Figure 1. Floorplan with the power grid (run 1).
Scale: 4 px per um. Pins as bars on the die edge.
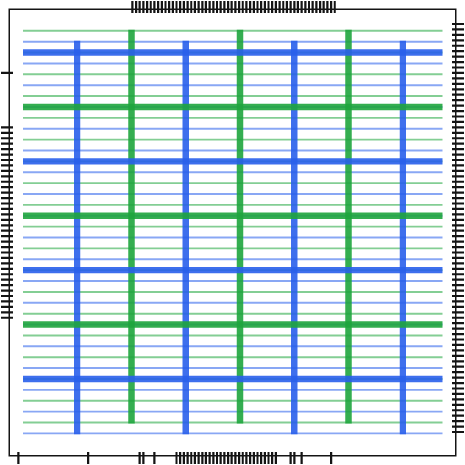
Figure 2. Wiring heat map (run 1).
Scale: 3 px per um. The die is cut into 22 by 22 equal tiles; dark purple is low, yellow is high, scaled to the fullest tile. Values are wire area over tile area, all layers added.
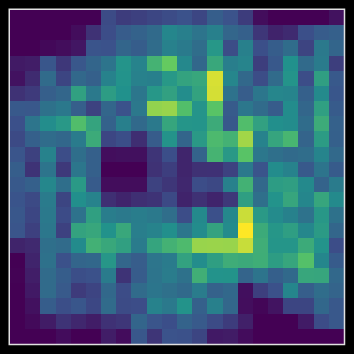
Figure 3. Drive-strength map (run 1).
Scale: 2 px per um.
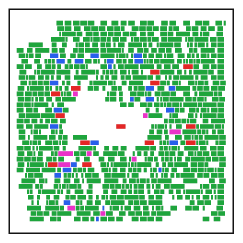
==> config.mk <==
export PLATFORM = sky130hd
export DESIGN_NAME = timer_counter_flat
export DESIGN_NICKNAME = d
export VERILOG_FILES = /design/src/rtl/timer_counter_if.sv /design/src/rtl/timer_counter.sv /design/src/flat_wrapper.sv
export SDC_FILE = /design/constraint.sdc
export NUM_CORES = 1
export LEC_CHECK = 0
export CAP_MARGIN = 10
export CORE_MARGIN = 3
export CORE_UTILIZATION = 48
export CTS_CLUSTER_SIZE = 30
export DETAILED_ROUTE_END_ITERATION = 10
export HOLD_SLACK_MARGIN = 0.15
export PLACE_DENSITY = 0.95
export SLEW_MARGIN = 20
export SYNTH_ARGS = -nofsm -noshare
export SYNTH_HDL_FRONTEND = slang
export SYNTH_SLANG_ARGS = --single-unit
==> constraint.sdc <==
create_clock -name clk -period 7.6 [get_ports clk]
set_clock_uncertainty 0.2 [all_clocks]
set_input_delay 1.52 -clock clk [delete_from_list [all_inputs] [get_ports clk]]
set_output_delay 1.52 -clock clk [all_outputs]
set_load 0.02 [all_outputs]
==> src/rtl/timer_counter_if.sv <==
// Control/status bundle between the timer register block (master) and the timer core (slave).
interface timer_counter_if #(
    parameter int CNT_W = 64
) ();
    logic             timer_en;
    logic             div_en;
    logic [3:0]       div_val;
    logic             cnt_wr;
    logic [CNT_W-1:0] cnt_wdata;
    logic [CNT_W-1:0] cmp_val;
    logic             int_st_clear;
    logic             halt_req;
    logic [CNT_W-1:0] cnt;
    logic             int_st_set;
    logic             int_st;
    logic             halt_ack;

    modport master (
        output timer_en, div_en, div_val, cnt_wr, cnt_wdata, cmp_val, int_st_clear, halt_req,
        input  cnt, int_st_set, int_st, halt_ack
    );

    modport slave (
        input  timer_en, div_en, div_val, cnt_wr, cnt_wdata, cmp_val, int_st_clear, halt_req,
        output cnt, int_st_set, int_st, halt_ack
    );
endinterface

==> src/rtl/timer_counter.sv <==
// Free-running timer: prescaler, loadable counter, compare-match pulse and sticky status.
// Optional debug halt support is built only when TIMER_HALT_EN is defined.
module timer_counter #(
    parameter int CNT_W = 64
) (
    input  logic                  clk,
    input  logic                  rst,
    timer_counter_if.slave        bus
);

    logic [7:0]       r_div_cnt;
    logic             r_div_en_q;
    logic [3:0]       r_div_val_q;
    logic [CNT_W-1:0] r_cnt;
    logic             r_match_q;
    logic             r_int_st_set;
    logic             r_int_st;

    logic [3:0]       w_eff;
    logic [7:0]       w_period_m1;
    logic             w_cfg_chg;
    logic             w_halted;
    logic             w_tick;
    logic [7:0]       w_div_cnt_nxt;
    logic [CNT_W-1:0] w_cnt_nxt;
    logic             w_match;

`ifdef TIMER_HALT_EN
    logic             r_halt_ack;

    assign w_halted     = bus.halt_req;
    assign bus.halt_ack = r_halt_ack;

    // Halt acknowledge follows the request one cycle later, only while the timer is enabled.
    always_ff @(posedge clk) begin
        if (rst) begin
            r_halt_ack <= 1'b0;
        end else begin
            r_halt_ack <= bus.halt_req & bus.timer_en;
        end
    end
`else
    // Without halt support the request is consumed but can never freeze the timer.
    assign w_halted     = bus.halt_req & 1'b0;
    assign bus.halt_ack = 1'b0;
`endif

    assign w_eff       = (bus.div_val > 4'd8) ? 4'd8 : bus.div_val;
    assign w_period_m1 = 8'hFF >> (4'd8 - w_eff);
    assign w_cfg_chg   = (bus.div_en != r_div_en_q) | (bus.div_val != r_div_val_q);
    assign w_match     = (r_cnt == bus.cmp_val);

    // Prescaler: restart on disable or config change, freeze mid-period while halted.
    always_comb begin
        w_tick        = 1'b0;
        w_div_cnt_nxt = r_div_cnt;
        if (!bus.timer_en || w_cfg_chg) begin
            w_div_cnt_nxt = 8'd0;
        end else if (w_halted) begin
            w_div_cnt_nxt = r_div_cnt;
        end else if (!bus.div_en) begin
            w_tick        = 1'b1;
            w_div_cnt_nxt = 8'd0;
        end else if (r_div_cnt == w_period_m1) begin
            w_tick        = 1'b1;
            w_div_cnt_nxt = 8'd0;
        end else begin
            w_div_cnt_nxt = r_div_cnt + 8'd1;
        end
    end

    // Counter next value: software load beats tick; increment wraps silently.
    always_comb begin
        w_cnt_nxt = r_cnt;
        if (bus.cnt_wr) begin
            w_cnt_nxt = bus.cnt_wdata;
        end else if (w_tick) begin
            w_cnt_nxt = r_cnt + {{(CNT_W-1){1'b0}}, 1'b1};
        end else begin
            w_cnt_nxt = r_cnt;
        end
    end

    // State registers: prescaler, config history, counter, match edge detect and status.
    always_ff @(posedge clk) begin
        if (rst) begin
            r_div_cnt    <= 8'd0;
            r_div_en_q   <= 1'b0;
            r_div_val_q  <= 4'd0;
            r_cnt        <= {CNT_W{1'b0}};
            r_match_q    <= 1'b0;
            r_int_st_set <= 1'b0;
            r_int_st     <= 1'b0;
        end else begin
            r_div_cnt    <= w_div_cnt_nxt;
            r_div_en_q   <= bus.div_en;
            r_div_val_q  <= bus.div_val;
            r_cnt        <= w_cnt_nxt;
            r_match_q    <= w_match;
            r_int_st_set <= w_match & ~r_match_q;
            if (r_int_st_set) begin
                r_int_st <= 1'b1;
            end else if (bus.int_st_clear) begin
                r_int_st <= 1'b0;
            end else begin
                r_int_st <= r_int_st;
            end
        end
    end

    assign bus.cnt        = r_cnt;
    assign bus.int_st_set = r_int_st_set;
    assign bus.int_st     = r_int_st;

endmodule

==> src/flat_wrapper.sv <==
// flat-port wrapper written by rule: the top's interface ports become plain ports
module timer_counter_flat 
#(
    parameter int CNT_W = 64
)
  (clk, rst, bus_timer_en, bus_div_en, bus_div_val, bus_cnt_wr, bus_cnt_wdata, bus_cmp_val, bus_int_st_clear, bus_halt_req, bus_cnt, bus_int_st_set, bus_int_st, bus_halt_ack);
  timer_counter_if #(.CNT_W(CNT_W)) bus_i ();
  input  logic clk;
  input  logic rst;
  input wire logic [$bits(bus_i.timer_en)-1:0] bus_timer_en;
  input wire logic [$bits(bus_i.div_en)-1:0] bus_div_en;
  input wire logic [$bits(bus_i.div_val)-1:0] bus_div_val;
  input wire logic [$bits(bus_i.cnt_wr)-1:0] bus_cnt_wr;
  input wire logic [$bits(bus_i.cnt_wdata)-1:0] bus_cnt_wdata;
  input wire logic [$bits(bus_i.cmp_val)-1:0] bus_cmp_val;
  input wire logic [$bits(bus_i.int_st_clear)-1:0] bus_int_st_clear;
  input wire logic [$bits(bus_i.halt_req)-1:0] bus_halt_req;
  output wire logic [$bits(bus_i.cnt)-1:0] bus_cnt;
  output wire logic [$bits(bus_i.int_st_set)-1:0] bus_int_st_set;
  output wire logic [$bits(bus_i.int_st)-1:0] bus_int_st;
  output wire logic [$bits(bus_i.halt_ack)-1:0] bus_halt_ack;
  assign bus_i.timer_en = bus_timer_en;
  assign bus_i.div_en = bus_div_en;
  assign bus_i.div_val = bus_div_val;
  assign bus_i.cnt_wr = bus_cnt_wr;
  assign bus_i.cnt_wdata = bus_cnt_wdata;
  assign bus_i.cmp_val = bus_cmp_val;
  assign bus_i.int_st_clear = bus_int_st_clear;
  assign bus_i.halt_req = bus_halt_req;
  assign bus_cnt = bus_i.cnt;
  assign bus_int_st_set = bus_i.int_st_set;
  assign bus_int_st = bus_i.int_st;
  assign bus_halt_ack = bus_i.halt_ack;
  timer_counter #(.CNT_W(CNT_W)) u_core (.clk(clk), .rst(rst), .bus(bus_i));
endmodule
==> metrics.yaml, run 1 <==
pwr:
  power_mw: 1.09
  powerDensity_mw_per_mm2: 144
  pwr-share-clk_pct: 28.5
  peakVddDrop_v: 0.000113
  comb_power_share_pct: 26.6
synthesis:
  ys_ff: 80
  syn_inst: 646
  ys_seq_share_pct: 30.1
  syn_area_per_cell_um2: 8.24
  adder_share_pct: 0.941
  synth_top_cell_by_count: "xnor2_1"
  logic_family: "simple AND/OR/NAND/NOR gates"
  syn_area_mm2: 0.00532
  synthDistinctLibCells: 56
  top_cell_area_share_pct: 30.1
  synth_top_flop_cell: "dfxtp_1"
  edf_count: 0
  yosysTopAreaCell: "dfxtp_1"
  area_leaders: "dfxtp_1 30%, xnor2_1 15%, a211oi_1 6.3%"
  synthTopCellsByCount: "91 x xnor2_1, 80 x dfxtp_1, 75 x nor2_1"
  yosys.area_share.aoi_pct: 13.9
  synth_warnings: 0
sta:
  clock.fmax_mhz: 209
  fin_setup_tns_ns: 0
  drv_slew: 0
  max-slew-margin-rel_pct: 25.8
  grt_setup_unrepaired: "false"
  finalSetupViolations: 0
min_path:
  hold_start: "u_core.r_match_q$_SDFF_PP0_"
floorplan:
  io_pins: 206
  dieArea_mm2: 0.0124
  fp.dieW_um: 111
  rows: 37
worst_setup_path:
  r2r_start: "u_core.bus.cnt[8]$_SDFFE_PP0P_"
  rrSetupSlack_ns: 4.08
  critPathLaunchType: "primary input"
  cp_max_fo: 14
  r2r-end: "u_core.bus.cnt[58]$_SDFFE_PP0P_"
  critPathRequiredTime_ns: 7.62
place:
  dpl_cell_area_mm2: 0.00735
  numPortBuffers: 203
  dp_slack_ns: 2.45
  place.gp.congestion: 0.913
  placed_cells: 948
  dp_hpwl_um: 13900
cts:
  cts_tree: "built"
  clk_latency_ns: 0.36
  clock_sinks: 80
  clockRootBuffer: "clkbuf_8"
cells_and_area:
  largest_reg_flops: 64
  nets: 966
  area_growth_pct: 41.7
drt:
  vias: 5646
  drtAntennaViolNets: 0
  via_per_inst: 5.86
global_routing:
  grt_antenna_before_repair: 0
  track_usage_pct: 29.0
run_status:
  outcome: "finished clean"
Back to the opening pictures, Figure 1:
- green: VDD
- blue: VSS
- met5 straps: 7
- signal pins: 206
- met1 rails: 38
- met4 straps: 7

Back to the opening pictures, Figure 2:
- nearly empty tiles: 8.1%
- fullest tile: 0.75
- mean over tiles: 0.25
- tiles over half the peak: 21%

Back to the opening pictures, Figure 3:
- blue: drive 2 (cells 25; share 3.0%; most used nor4_2)
- red: drive 6 and up (cells 13; share 1.6%; most used clkbuf_8)
- green: drive 1 or less (cells 780; share 94%; most used clkdlybuf4s50_1)
- magenta: drive 3 to 4 (cells 9; share 1.1%; most used buf_4)

==> run 1: placed cells by master, fill, tap and decap left out, drive strengths merged, types with 2 or more instances in the layout <==
cell           count
a311oi             9
and4               5
o21a               7
clkdlybuf4s50    202
nand2b             4
nor4              33
or3                9
xor2              37
and3              12
or2                2
nor2b              9
xnor2             91
nor2              75
clkbuf            13
nand3             30
o21ai             10
o31ai              2
dfxtp             80
inv               23
and2               2
nor3              16
o22ai              6
nand2             29
nand4             38
buf                5
o221ai             2
a211oi            46
a21oi              8
ha                 4
or4                2
==> run 1: layer usage <==
metal  share of wire, %  wire length (um)  global-route usage (%)
met1                 41              7530                    36.0
met2                 48              8850                    49.4
met3                8.4              1560                    6.66
met4                3.2               599                    9.98
met5                  0                 0                       0
==> run 1: layout make-up <==
type / instances / area [um^2]
fill: 821 / 3020
inverter: 23 / 86.3
multi-input combinational: 502 / 3430
clock buffer: 13 / 179
sequential: 80 / 1600
clock inverter: 2 / 12.5
tap: 136 / 170
timing repair buffer: 207 / 2060
==> run 1: power by group through the flow <==
stage | combinational (mW) | sequential (mW) | clock, mW
6_report | 0.289 | 0.488 | 0.310
5_1_grt | 0.307 | 0.492 | 0.326
4_1_cts | 0.288 | 0.487 | 0.313
3_5_place_dp | 0.286 | 0.497 | 0
3_3_place_gp | 0.282 | 0.496 | 0
2_1_floorplan | 0.113 | 0.512 | 0
==> run 1: worst max-delay path, cell delays in order <==
cell and delay [ns]:
clkdlybuf4s50_1 0.56, xor2_1 0.22, nor4_1 0.30, and3_1 0.60, nand3_1 0.60, or4_1 0.63
nor2_1 0.12, xnor2_1 0.13, o22ai_1 0.09
Figure 4. Zoomed window (run 1).
Window x 31 to 81, y 53 to 103 um. Cells in grey, sequential cells in the stronger grey; small squares are vias.
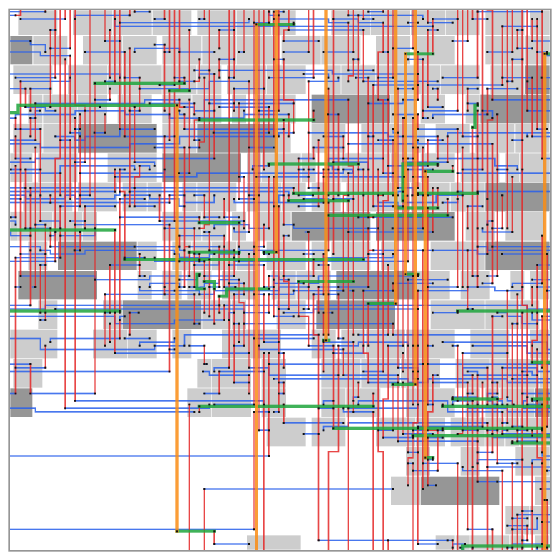

==> run 2: changes to the inputs <==
--- a/config.mk
+++ b/config.mk
@@ -7,11 +7,11 @@
 export LEC_CHECK = 0
 export CAP_MARGIN = 10
 export CORE_MARGIN = 3
-export CORE_UTILIZATION = 48
+export CORE_UTILIZATION = 40
 export CTS_CLUSTER_SIZE = 30
 export DETAILED_ROUTE_END_ITERATION = 10
 export HOLD_SLACK_MARGIN = 0.15
-export PLACE_DENSITY = 0.95
+export PLACE_DENSITY = 0.85
 export SLEW_MARGIN = 20
 export SYNTH_ARGS = -nofsm -noshare
 export SYNTH_HDL_FRONTEND = slang
==> constraint.sdc (replaced) <==
create_clock -name clk -period 3.9 [get_ports clk]
set_clock_uncertainty 0.2 [all_clocks]
set_input_delay 0.78 -clock clk [delete_from_list [all_inputs] [get_ports clk]]
set_output_delay 0.78 -clock clk [all_outputs]
set_load 0.02 [all_outputs]
Figure 5. Zoomed window (run 2).
Window x 36 to 86, y 60 to 110 um. Cells in grey, sequential cells in the stronger grey; small squares are vias.
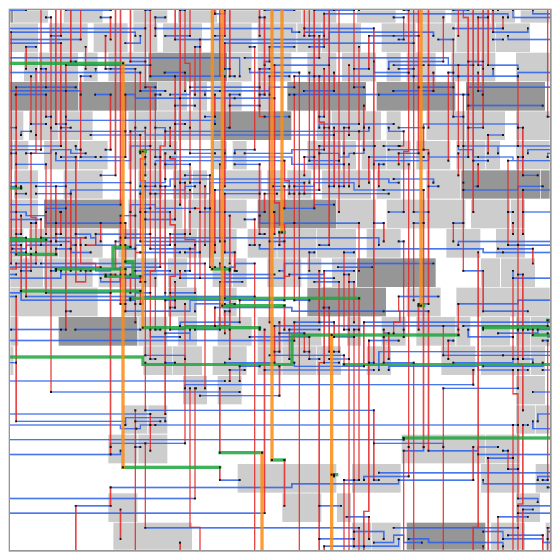
- blue: met1
- red: met2
- orange: met4
- green: met3
- cells with their middle in the window: 164
- most frequent: clkdlybuf4s50_1 (26), xnor2_1 (22)
- netlist names of flops here include: `u_core.bus.cnt` (14)
- sequential cells in the window: 14

==> run 2 against run 1 <==
Flip-flop count did not move. Core utilization fell by 9.6 points. Routed wire length rose by 1.2%. Critical path type unchanged. Final cell count rose by 6.3%. Via count fell by 1.2%. Hold slack got worse by 0.0051 ns. Critical path depth rose by 4.
==> metrics.yaml, run 2 <==
synthesis:
  ys_ff: 80  # unchanged
  synth_top_cell_by_count: "xnor2_1"  # unchanged
  ys_seq_share_pct: 30.1  # unchanged
  syn_inst: 646  # unchanged
  synthDistinctLibCells: 56  # unchanged
  yosysTopAreaCell: "dfxtp_1"  # unchanged
  synth_warnings: 0  # unchanged
  syn_area_mm2: 0.00532  # unchanged
  top_cell_area_share_pct: 30.1  # unchanged
  edf_count: 0  # unchanged
  synthTopCellsByCount: "91 x xnor2_1, 80 x dfxtp_1, 75 x nor2_1"  # unchanged
pwr:
  powerDensity_mw_per_mm2: 299  # was 144 mW/mm^2
  power_mw: 2.37  # was 1.09 mW
  comb_power_share_pct: 24.7  # was 26.6%
  pwr-share-clk_pct: 35.3  # was 28.5%
  power_leader: "sequential cells"  # unchanged
  powerClk_mw: 0.837  # was 0.310 mW
  seqPwrFrac_pct: 40.0  # was 44.9%
  peakVddDrop_v: 0.000206  # was 0.000113 V
cells_and_area:
  final_cell_mix: "202 x clkdlybuf4s50_1, 91 x xnor2_1, 80 x dfxtp_1"  # unchanged
  logic_area_mm2: 0.00344  # was 0.00343 mm^2
  seq_area_mm2: 0.00160  # unchanged
  layout_top_cell: "clkdlybuf4s50_1"  # unchanged
  nets: 991  # was 966
  n_fill_cell: 1110  # was 821
  largest_reg_flops: 64  # unchanged
run_status:
  outcome: "finished clean"  # unchanged
drt:
  vias: 5579  # was 5646
  met1_length_um: 7980  # was 7530 um
  via_per_inst: 5.45  # was 5.86
  wl_met3_um: 1320  # was 1560 um
  routed.top_layer: "met4"  # unchanged
  drtAntennaViolNets: 0  # unchanged
  wl_met2_um: 9030  # was 8850 um
place:
  placed_cells: 1007  # was 948
  dpl_cell_area_mm2: 0.00762  # was 0.00735 mm^2
  place.gp.congestion: 0.865  # was 0.913
  dp_hpwl_um: 14700  # was 13900 um
global_routing:
  track_usage_pct: 25.0  # was 29.0%
  grt_antenna_before_repair: 0  # unchanged
worst_setup_path:
  path_cells: "clkdlybuf4s50_1 -> nand2b_1 -> ha_1 -> nor2b_1 -> mux2i_1 -> xor2_1 -> a31oi_1 -> buf_4 -> o31ai_4 -> buf_4 -> nand4_2 -> or3_1 -> a311oi_1"  # was clkdlybuf4s50_1 -> xor2_1 -> nor4_1 -> and3_1 -> nand3_1 -> or4_1 -> nor2_1 -> xnor2_1 -> o22ai_1
  slowest_stage: "clkdlybuf4s50_1"  # was or4_1
  slowest_delay_ns: 0.43  # was 0.63 ns
  cp_num_cells: 13  # was 9
  r2r_start: "u_core.bus.cnt[35]$_SDFFE_PP0P_"  # was u_core.bus.cnt[8]$_SDFFE_PP0P_
  cp_num_buf_inv: 3  # was 1
  rrSetupSlack_ns: 0.86  # was 4.08 ns
  cp-endpoint: "u_core.bus.cnt[63]$_SDFFE_PP0P_"  # was u_core.bus.cnt[48]$_SDFFE_PP0P_
  r2r-end: "u_core.bus.cnt[63]$_SDFFE_PP0P_"  # was u_core.bus.cnt[58]$_SDFFE_PP0P_
  cp_max_fo: 8  # was 14
  critPathRequiredTime_ns: 3.94  # was 7.62 ns
  critPathLaunchType: "primary input"  # unchanged
sta:
  grt_setup_unrepaired: "false"  # unchanged
  clock.fmax_mhz: 273
  finalSetupViolations: 0  # unchanged
  max-slew-margin-rel_pct: 30.1  # was 25.8%
floorplan:
  dieArea_mm2: 0.0147  # was 0.0124 mm^2
  fp.dieW_um: 121  # was 111 um
cts:
  clk_latency_ns: 0.34  # was 0.36 ns
  clockRootBuffer: "clkbuf_16"  # was clkbuf_8
min_path:
  hold_start: "u_core.r_match_q$_SDFF_PP0_"  # unchanged
Figure 6. Placed standard cells (run 2).
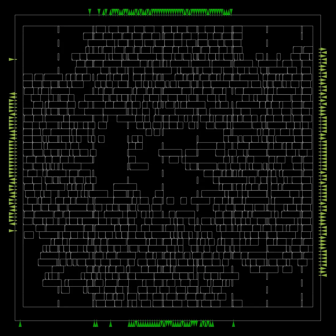
final std cells w/o fill: 1024
Row Count: 41
Flop Count: 80

## run 2: cell types whose count changed in the layout (fill, tap and decap cells not counted), sizes merged
cell      delta
buf         +25
clkinvlp     -1
clkinv       +2
clkbuf       -2
bufinv       +1
## run 2: layout make-up
cell class              count  share of cell area (%)
repair buffers            232                    28.9
clock buffers              11                    3.06
multi-input cells         502                    43.4
inverters                  23                    1.09
clock inverters             4                   0.568
well taps                 172                    2.71
flip-flops and latches     80                    20.2
## run 2: per-stage QoR
step / TNS, ns / hold WS [ns] / utilization [%] / worst slack (ns)
floorplan: 0 / 0.167 / - / 0.514
global placement: -0.644 / 0.174 / 59.4 / -0.115
detailed placement: -1.19 / 0.186 / 59.4 / -0.210
CTS: 0 / 0.196 / 61.6 / 0.133
global route: 0 / 0.209 / 61.8 / 0.0408
finish: 0 / 0.198 / 61.8 / 0.244
## run 2: worst register-to-register path: stages, from the launching register on
cell	delay [ns]
dfxtp_1	0.46
and4_1	0.36
nand4_1	0.25
nor3_2	0.30
and3_1	0.23
and3_1	0.27
nand4_2	0.23
or3_1	0.41
a311oi_1	0.25
## run 2: kinds of logic (layout without fill, tap and decap cells)
kind of cell             Yosys count  after routing  share of synthesized area (%)
AND/OR/NAND/NOR                  269            269                           28.3
XOR/XNOR                         128            128                           21.1
AND-OR/OR-AND                     99             99                           13.9
flip-flops                        80             80                           30.1
buffers and inverters             64            270                           5.36
adder cells (fa/ha/maj)            4              4                          0.941
other                              1              1                         0.0705
multiplexers                       1              1                          0.188
## run 2: repair_timing
item                       4_1_cts  5_1_grt
hold endpoints to repair         0        0
gates resized                    0        1
buffers inserted                 0        2
setup endpoints to repair        0        5
## run 2: per-layer routing
layer  vias up  global-route usage, %
met3        27                   5.78
met2       231                   42.5
met5         -                      0
met1      2588                   31.8
met4         0                   6.86
li1       2733                      -
==> run 3: changes to the inputs <==
==> constraint.sdc (replaced) <==
create_clock -name clk -period 3.9 [get_ports clk]
set_clock_uncertainty 0.2 [all_clocks]
set_input_delay 0.78 -clock clk [delete_from_list [all_inputs] [get_ports clk]]
set_output_delay 0.78 -clock clk [all_outputs]
set_load 0.01 [all_outputs]
Figure 7. Placed standard cells (run 3).
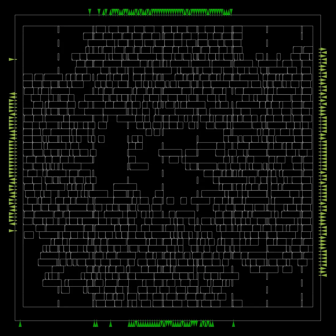
Post-Route Utilization: 61.8%
Seq/total area: 20.2%
tap cells: 172
# fillers: 1110
core box area: 0.0128 mm^2

==> run 3 against run 2 <==
Core utilization is the same. Combinational power shrank 6.0%. Flip-flop count is the same. Sequential power is essentially flat. Die area is the same. Sequential share of layout area is the same. Largest power group unchanged. Critical endpoint unchanged.
==> metrics.yaml, run 3 <==
sta:
  drv_slew: 0  # unchanged
  finalSetupViolations: 0  # unchanged
  fin_setup_tns_ns: 0  # unchanged
  finalWorstSetupSlack_ns: 0.244  # unchanged
  clock.fmax_mhz: 273  # unchanged
  grt_setup_unrepaired: "false"  # unchanged
  max-slew-margin-rel_pct: 30.1  # unchanged
worst_setup_path:
  cp_num_buf_inv: 3  # unchanged
  cp_max_fo: 8  # unchanged
  slowest_delay_ns: 0.43  # about the same
  crit_top_cell: "buf_4"  # unchanged
  cp_top_family: "simple AND/OR/NAND/NOR gates"  # unchanged
  path_cells: "clkdlybuf4s50_1 -> nand2b_1 -> ha_1 -> nor2b_1 -> mux2i_1 -> xor2_1 -> a31oi_1 -> buf_4 -> o31ai_4 -> buf_4 -> nand4_2 -> or3_1 -> a311oi_1"  # unchanged
  critPathLaunchType: "primary input"  # unchanged
  critPathRequiredTime_ns: 3.94  # about the same
place:
  numPortBuffers: 203  # unchanged
  dp_slack_ns: -0.210  # unchanged
  place.gp.congestion: 0.865  # unchanged
synthesis:
  synth.mux.area_fraction_pct: 0.188  # unchanged
  ys_sh_simple_pct: 28.3  # unchanged
  synthTopCellsByCount: "91 x xnor2_1, 80 x dfxtp_1, 75 x nor2_1"  # unchanged
  synthDistinctLibCells: 56  # unchanged
  ys_seq_share_pct: 30.1  # unchanged
  yosys.area_share.aoi_pct: 13.9  # unchanged
  syn_area_per_cell_um2: 8.24  # unchanged
  synth_warnings: 0  # unchanged
  yosysTopAreaCell: "dfxtp_1"  # unchanged
  synth_top_cell_by_count: "xnor2_1"  # unchanged
  edf_count: 0  # unchanged
  adder_share_pct: 0.941  # unchanged
  syn_inst: 646  # unchanged
cells_and_area:
  final_cell_mix: "202 x clkdlybuf4s50_1, 91 x xnor2_1, 80 x dfxtp_1"  # unchanged
  layout_top_cell: "clkdlybuf4s50_1"  # unchanged
  largest_reg_flops: 64  # unchanged
  final_cell_count_no_fill: 1024  # unchanged
drt:
  drtAntennaViolNets: 0  # unchanged
  vias: 5579  # unchanged
  via_per_inst: 5.45  # unchanged
run_status:
  outcome: "finished clean"  # unchanged
global_routing:
  track_usage_pct: 25.0  # unchanged
  grt_antenna_before_repair: 0  # unchanged
cts:
  clock_sinks: 80  # unchanged
  post_cts_resized: 0  # unchanged
  clk_latency_ns: 0.34  # about the same
floorplan:
  rows: 41  # unchanged
  dieArea_mm2: 0.0147  # unchanged
  fp.dieW_um: 121  # unchanged
pwr:
  peakVddDrop_v: 0.000206  # about the same
  comb_power_share_pct: 23.5  # was 24.7%
  powerDensity_mw_per_mm2: 295  # was 299 mW/mm^2
  power_mw: 2.34  # was 2.37 mW
  pwr-share-clk_pct: 35.8  # was 35.3%
Figure 8. Wiring heat map (run 3).
Scale: 3 px per um. The die is cut into 24 by 24 equal tiles; dark purple is low, yellow is high, scaled to the fullest tile. Values are wire area over tile area, all layers added.
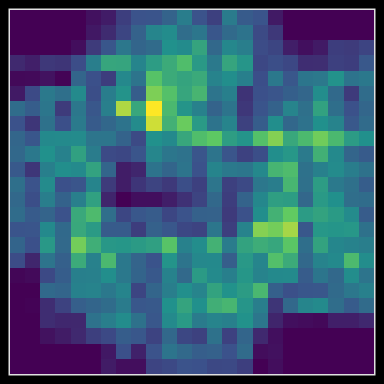
- nearly empty tiles: 12%
- densest ninth of the die: right middle
- fullest tile: 0.63
- mean over tiles: 0.21
- tiles over half the peak: 18%

-- run 3: cell counts after synthesis --
No cell type changed its count.
-- run 3: area by class of cell --
cell class	instances	area, um^2	share of cell area (%)
Inverter	23	86.3	1.09
Clock buffer	11	243	3.06
Sequential cell	80	1600	20.2
Timing Repair Buffer	232	2290	28.9
Multi-Input combinational cell	502	3440	43.4
Tap cell	172	215	2.71
Clock inverter	4	45.0	0.568
-- run 3: final timing paths --
| path | from | endpoint | slack (ns) | cells after the start |
|---|---|---|---|---|
| min | u_core.r_match_q$_SDFF_PP0_ | u_core.bus.int_st_set$_SDFF_PP0_ | 0.20 | 1 |
| max reg2reg | u_core.bus.cnt[35]$_SDFFE_PP0P_ | u_core.bus.cnt[63]$_SDFFE_PP0P_ | 0.86 | 8 |
| max | bus_div_val[3] | u_core.bus.cnt[63]$_SDFFE_PP0P_ | 0.24 | 13 |
| min reg2reg | u_core.r_match_q$_SDFF_PP0_ | u_core.bus.int_st_set$_SDFF_PP0_ | 0.20 | 1 |
-- run 3: routing by layer --
| metal | part of all wire [%] | routed length [um] | vias to the layer above | track usage, % |
|---|---|---|---|---|
| met5 | 0 | 0 | - | 0 |
| met4 | 2.3 | 423 | 0 | 6.86 |
| met3 | 7.0 | 1320 | 27 | 5.78 |
| met2 | 48 | 9030 | 231 | 42.5 |
| met1 | 43 | 7980 | 2588 | 31.8 |
| li1 | - | - | 2733 | - |
-- run 3: power groups by stage --
stage | Combinational (mW) | Clock (mW) | Sequential, mW
after floorplan | 0.220 | 0 | 0.963
after detailed placement | 0.547 | 0 | 0.966
after global placement | 0.541 | 0 | 0.965
after CTS | 0.551 | 0.845 | 0.949
final | 0.550 | 0.837 | 0.950
after global routing | 0.591 | 0.887 | 0.957
Power and IR drop assume default switching activity.
